[config.mk]
export PLATFORM = sky130hd
export DESIGN_NAME = key_matrix_scan
export DESIGN_NICKNAME = d
export VERILOG_FILES = /design/src/rtl/whack_pkg.sv /design/src/rtl/key_sync.sv /design/src/rtl/key_matrix_scan.sv
export SDC_FILE = /design/constraint.sdc
export NUM_CORES = 1
export LEC_CHECK = 0
export ABC_AREA = 1
export CAP_MARGIN = 5
export CORE_MARGIN = 2
export CORE_UTILIZATION = 55
export DETAILED_ROUTE_END_ITERATION = 10
export PLACE_DENSITY = 0.78
export SYNTH_ARGS = -nofsm -noshare
export SYNTH_HDL_FRONTEND = slang
export SYNTH_SLANG_ARGS = --single-unit
[constraint.sdc]
create_clock -name clk -period 2.3 [get_ports clk]
set_clock_uncertainty 0.1 [all_clocks]
set_input_delay 0.46 -clock clk [delete_from_list [all_inputs] [get_ports clk]]
set_output_delay 0.46 -clock clk [all_outputs]
set_load 0.02 [all_outputs]
[src/rtl/whack_pkg.sv]
// rtl/whack_pkg.sv - shared keypad scan types, matrix size and idle code
package whack_pkg;

    typedef enum logic [1:0] {
        SCAN,
        DEBOUNCE,
        HELD,
        RELEASE
    } scan_state_e;

    localparam int KEY_ROWS = 4;
    localparam int KEY_COLS = 4;
    localparam logic [2:0] DEFAULT_IDLE_CODE = 3'b111;

    // Lowest-index active-low column; only meaningful when some bit is low.
    function automatic logic [1:0] lowest_low(input logic [KEY_COLS-1:0] cols);
        lowest_low = 2'd0;
        for (int i = KEY_COLS - 1; i >= 0; i--) begin
            if (!cols[i]) lowest_low = 2'(i);
        end
    endfunction

endpackage

[src/rtl/key_sync.sv]
// rtl/key_sync.sv - two-flop synchroniser, resets to all-ones (idle pull-ups)
module key_sync #(
    parameter int WIDTH = 4
) (
    input  logic             clk,
    input  logic             rst,
    input  logic [WIDTH-1:0] async_in,
    output logic [WIDTH-1:0] sync_out
);

    logic [WIDTH-1:0] meta_q, meta_d;
    logic [WIDTH-1:0] sync_q, sync_d;

    always_comb begin
        meta_d = async_in;
        sync_d = meta_q;
    end

    always_ff @(posedge clk) begin
        if (rst) begin
            meta_q <= '1;
            sync_q <= '1;
        end else begin
            meta_q <= meta_d;
            sync_q <= sync_d;
        end
    end

    assign sync_out = sync_q;

endmodule

[src/rtl/key_matrix_scan.sv]
// rtl/key_matrix_scan.sv - 4x4 keypad row scan, column debounce, key coordinates
module key_matrix_scan
    import whack_pkg::*;
#(
    parameter int         DWELL     = 1000,
    parameter int         DEB_CNT   = 10,
    parameter logic [2:0] IDLE_CODE = DEFAULT_IDLE_CODE
) (
    input  logic                clk,
    input  logic                rst,
    input  logic [KEY_COLS-1:0] kb_col_in,
    output logic [KEY_ROWS-1:0] kb_row_out,
    output logic [2:0]          row,
    output logic [2:0]          col,
    output logic                pressed,
    output logic                press_pulse
);

    localparam int DWELL_W = (DWELL > 1) ? $clog2(DWELL) : 1;
    localparam int DEB_W   = $clog2(DEB_CNT + 1);
    localparam int ROW_W   = $clog2(KEY_ROWS);
    localparam logic [DWELL_W-1:0] DWELL_LAST = DWELL_W'(DWELL - 1);
    localparam logic [DEB_W-1:0]   DEB_MAX    = DEB_W'(DEB_CNT);
    localparam logic [DEB_W-1:0]   DEB_ONE    = DEB_W'(1);

    logic [KEY_COLS-1:0] col_s;
    scan_state_e         state_q, state_d;
    logic [DWELL_W-1:0]  dwell_q, dwell_d;
    logic [DEB_W-1:0]    deb_q, deb_d;
    logic [ROW_W-1:0]    row_idx_q, row_idx_d;
    logic [1:0]          cand_col_q, cand_col_d;
    logic [2:0]          row_q, row_d;
    logic [2:0]          col_q, col_d;
    logic                pressed_q, pressed_d;
    logic                pulse_q, pulse_d;

    logic                tick;
    logic                cand_high;
    logic [DEB_W-1:0]    deb_inc;
    logic [1:0]          first_low;

    key_sync #(.WIDTH(KEY_COLS)) u_key_sync (
        .clk      (clk),
        .rst      (rst),
        .async_in (kb_col_in),
        .sync_out (col_s)
    );

    always_comb begin
        tick      = (dwell_q == DWELL_LAST);
        cand_high = col_s[cand_col_q];
        deb_inc   = (deb_q == DEB_MAX) ? deb_q : deb_q + DEB_ONE;
        first_low = lowest_low(col_s);
    end

    // Row only ever moves on a tick, so wrapping the counter also restarts it per row.
    always_comb begin
        state_d    = state_q;
        dwell_d    = tick ? '0 : dwell_q + DWELL_W'(1);
        deb_d      = deb_q;
        row_idx_d  = row_idx_q;
        cand_col_d = cand_col_q;
        row_d      = row_q;
        col_d      = col_q;
        pressed_d  = pressed_q;
        pulse_d    = 1'b0;

        if (tick) begin
            unique case (state_q)
                SCAN: begin
                    if (&col_s) begin
                        row_idx_d = row_idx_q + ROW_W'(1);
                    end else begin
                        cand_col_d = first_low;
                        deb_d      = DEB_ONE;
                        if (DEB_MAX == DEB_ONE) begin
                            state_d   = HELD;
                            row_d     = {1'b0, row_idx_q};
                            col_d     = {1'b0, first_low};
                            pressed_d = 1'b1;
                            pulse_d   = 1'b1;
                        end else begin
                            state_d = DEBOUNCE;
                        end
                    end
                end
                DEBOUNCE: begin
                    if (!cand_high) begin
                        deb_d = deb_inc;
                        if (deb_inc == DEB_MAX) begin
                            state_d   = HELD;
                            row_d     = {1'b0, row_idx_q};
                            col_d     = {1'b0, cand_col_q};
                            pressed_d = 1'b1;
                            pulse_d   = 1'b1;
                        end
                    end else begin
                        state_d   = SCAN;
                        deb_d     = '0;
                        row_idx_d = row_idx_q + ROW_W'(1);
                    end
                end
                HELD: begin
                    if (cand_high) begin
                        deb_d = DEB_ONE;
                        if (DEB_MAX == DEB_ONE) begin
                            state_d   = SCAN;
                            deb_d     = '0;
                            row_d     = IDLE_CODE;
                            col_d     = IDLE_CODE;
                            pressed_d = 1'b0;
                            row_idx_d = row_idx_q + ROW_W'(1);
                        end else begin
                            state_d = RELEASE;
                        end
                    end
                end
                RELEASE: begin
                    if (cand_high) begin
                        deb_d = deb_inc;
                        if (deb_inc == DEB_MAX) begin
                            state_d   = SCAN;
                            deb_d     = '0;
                            row_d     = IDLE_CODE;
                            col_d     = IDLE_CODE;
                            pressed_d = 1'b0;
                            row_idx_d = row_idx_q + ROW_W'(1);
                        end
                    end else begin
                        // Glitch during release: key is still down, no new strobe.
                        state_d = HELD;
                        deb_d   = DEB_MAX;
                    end
                end
                default: state_d = SCAN;
            endcase
        end
    end

    always_ff @(posedge clk) begin
        if (rst) begin
            state_q    <= SCAN;
            dwell_q    <= '0;
            deb_q      <= '0;
            row_idx_q  <= '0;
            cand_col_q <= '0;
            row_q      <= IDLE_CODE;
            col_q      <= IDLE_CODE;
            pressed_q  <= 1'b0;
            pulse_q    <= 1'b0;
        end else begin
            state_q    <= state_d;
            dwell_q    <= dwell_d;
            deb_q      <= deb_d;
            row_idx_q  <= row_idx_d;
            cand_col_q <= cand_col_d;
            row_q      <= row_d;
            col_q      <= col_d;
            pressed_q  <= pressed_d;
            pulse_q    <= pulse_d;
        end
    end

    assign kb_row_out  = ~(KEY_ROWS'(1) << row_idx_q);
    assign row         = row_q;
    assign col         = col_q;
    assign pressed     = pressed_q;
    assign press_pulse = pulse_q;

endmodule

==> metrics.csv <==
stage,metric,value,unit
yosys,synthesized area per cell,7.28,um2
final_layout,bufs w/o clock,18,
timing,Slew @ Worst Pin,0.355,ns
detailed_routing,Routed WL,2900,um
status,status,finished clean,
critical_path,Crit. End Element,output port,
timing,Relative slew margins,0.761,
yosys,top-count cell post-synth,nand2_1,
timing,Tcrit/Tclk final,0.949,
yosys,syn nets,244,
yosys,"EDFF count, synth",0,
clock_tree,Root Buffer,clkbuf_4,
detailed_routing,WL met1,1420,um
critical_path,reg-to-reg setup timing slack,0.45,ns
power,clock share of power,0.323,
yosys,Top logic family,simple AND/OR/NAND/NOR gates,
floorplanning,Die Y-Extent,59.3,um
yosys,Gate Count Post-Synth,231,
timing,setup violators final,0,
grt,initial antenna violation count,0,
yosys,post-synth top area cell,dfxtp_1,
clock_tree,# H-tree levels,2,
power,Sw Share,0.231,
power,Logic pwr share,0.045,
power,clk pwr,0.318,mW
clock_tree,Num CTS Buffers,5,
critical_path,cells on worst reg2reg path,12,
clock_tree,post-cts hold buffer count,0,
yosys,post-synthesis sequential area ratio,0.417,
final_layout,largest class,multi-input combinational cells,
floorplanning,Core Region,2980,um2
final_layout,logic area,842,um2
critical_path,crit path DAT,1.62,ns
floorplanning,Die Width,59.3,um
final_layout,final cell count without fillers,288,
yosys,Commonest cells post-synth,"59 x nand2_1, 35 x dfxtp_1, 27 x inv_1",
clock_tree,CTS tree,yes,
yosys,XOR/XNOR Area Share,0,
timing,final tally of hold violations,0,
clock_tree,post-CTS setup buffers,0,
final_layout,Comb/total area,0.433,
yosys,# Cells Yosys,231,
grt,GRT met2 Usage,0.292,
critical_path,WS Path Type,reg -> out,
detailed_routing,via count,1428,
detailed_routing,post-route ant nets,0,
-- worst max-delay path, stage by stage, from the launching register on --
cell,delay (ns)
dfxtp_2,0.38
inv_1,0.08
ha_1,0.19
inv_1,0.04
clkdlybuf4s50_1,0.59
-- metrics by stage --
stage          instance area [um2]  setup WS (ns)  power [mW]  hold slack [ns]
6_report                      1940          0.116       0.985            0.315
5_1_grt                       1940         0.0502        1.03            0.333
4_1_cts                       1940         0.0272       0.992            0.317
3_5_place_dp                  1890          0.416       0.681            0.293
3_3_place_gp                  1890          0.427       0.680            0.291
2_1_floorplan                 1680          0.617       0.664            0.289
-- how the worst max path moves through the flow --
stage	depth (start not counted)	to
floorplan	12	col[0]
global placement	4	kb_row_out[2]
detailed placement	4	kb_row_out[0]
CTS	4	kb_row_out[0]
global route	4	kb_row_out[2]
finish	4	kb_row_out[2]
Fig. 1: where the registers sit
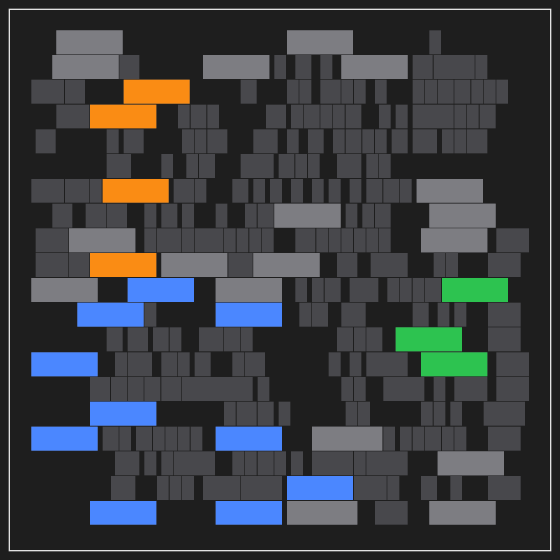
colour	signal	placed flops
blue	`dwell_q`	10
orange	`u_key_sync.sync_out`	4
green	`col`	3
not coloured	18
FF+latch area: 703 um2
sequential power: 0.622 mW
Seq area share: 0.362
Util after Layout: 0.653

Fig. 2: cells by drive strength
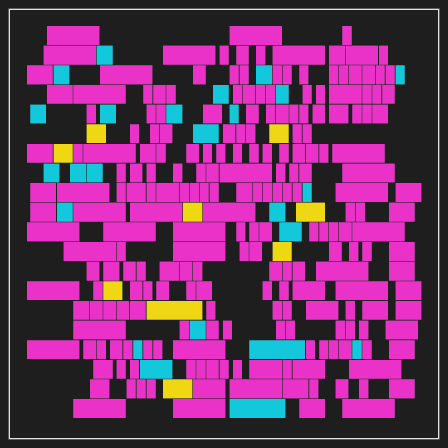
colour	size	cells	share
yellow	_3 and _4 cells	9	3.5%
magenta	_0 and _1 cells	222	87%
cyan	_2 cells	24	9.4%

Power and IR drop assume default switching activity.
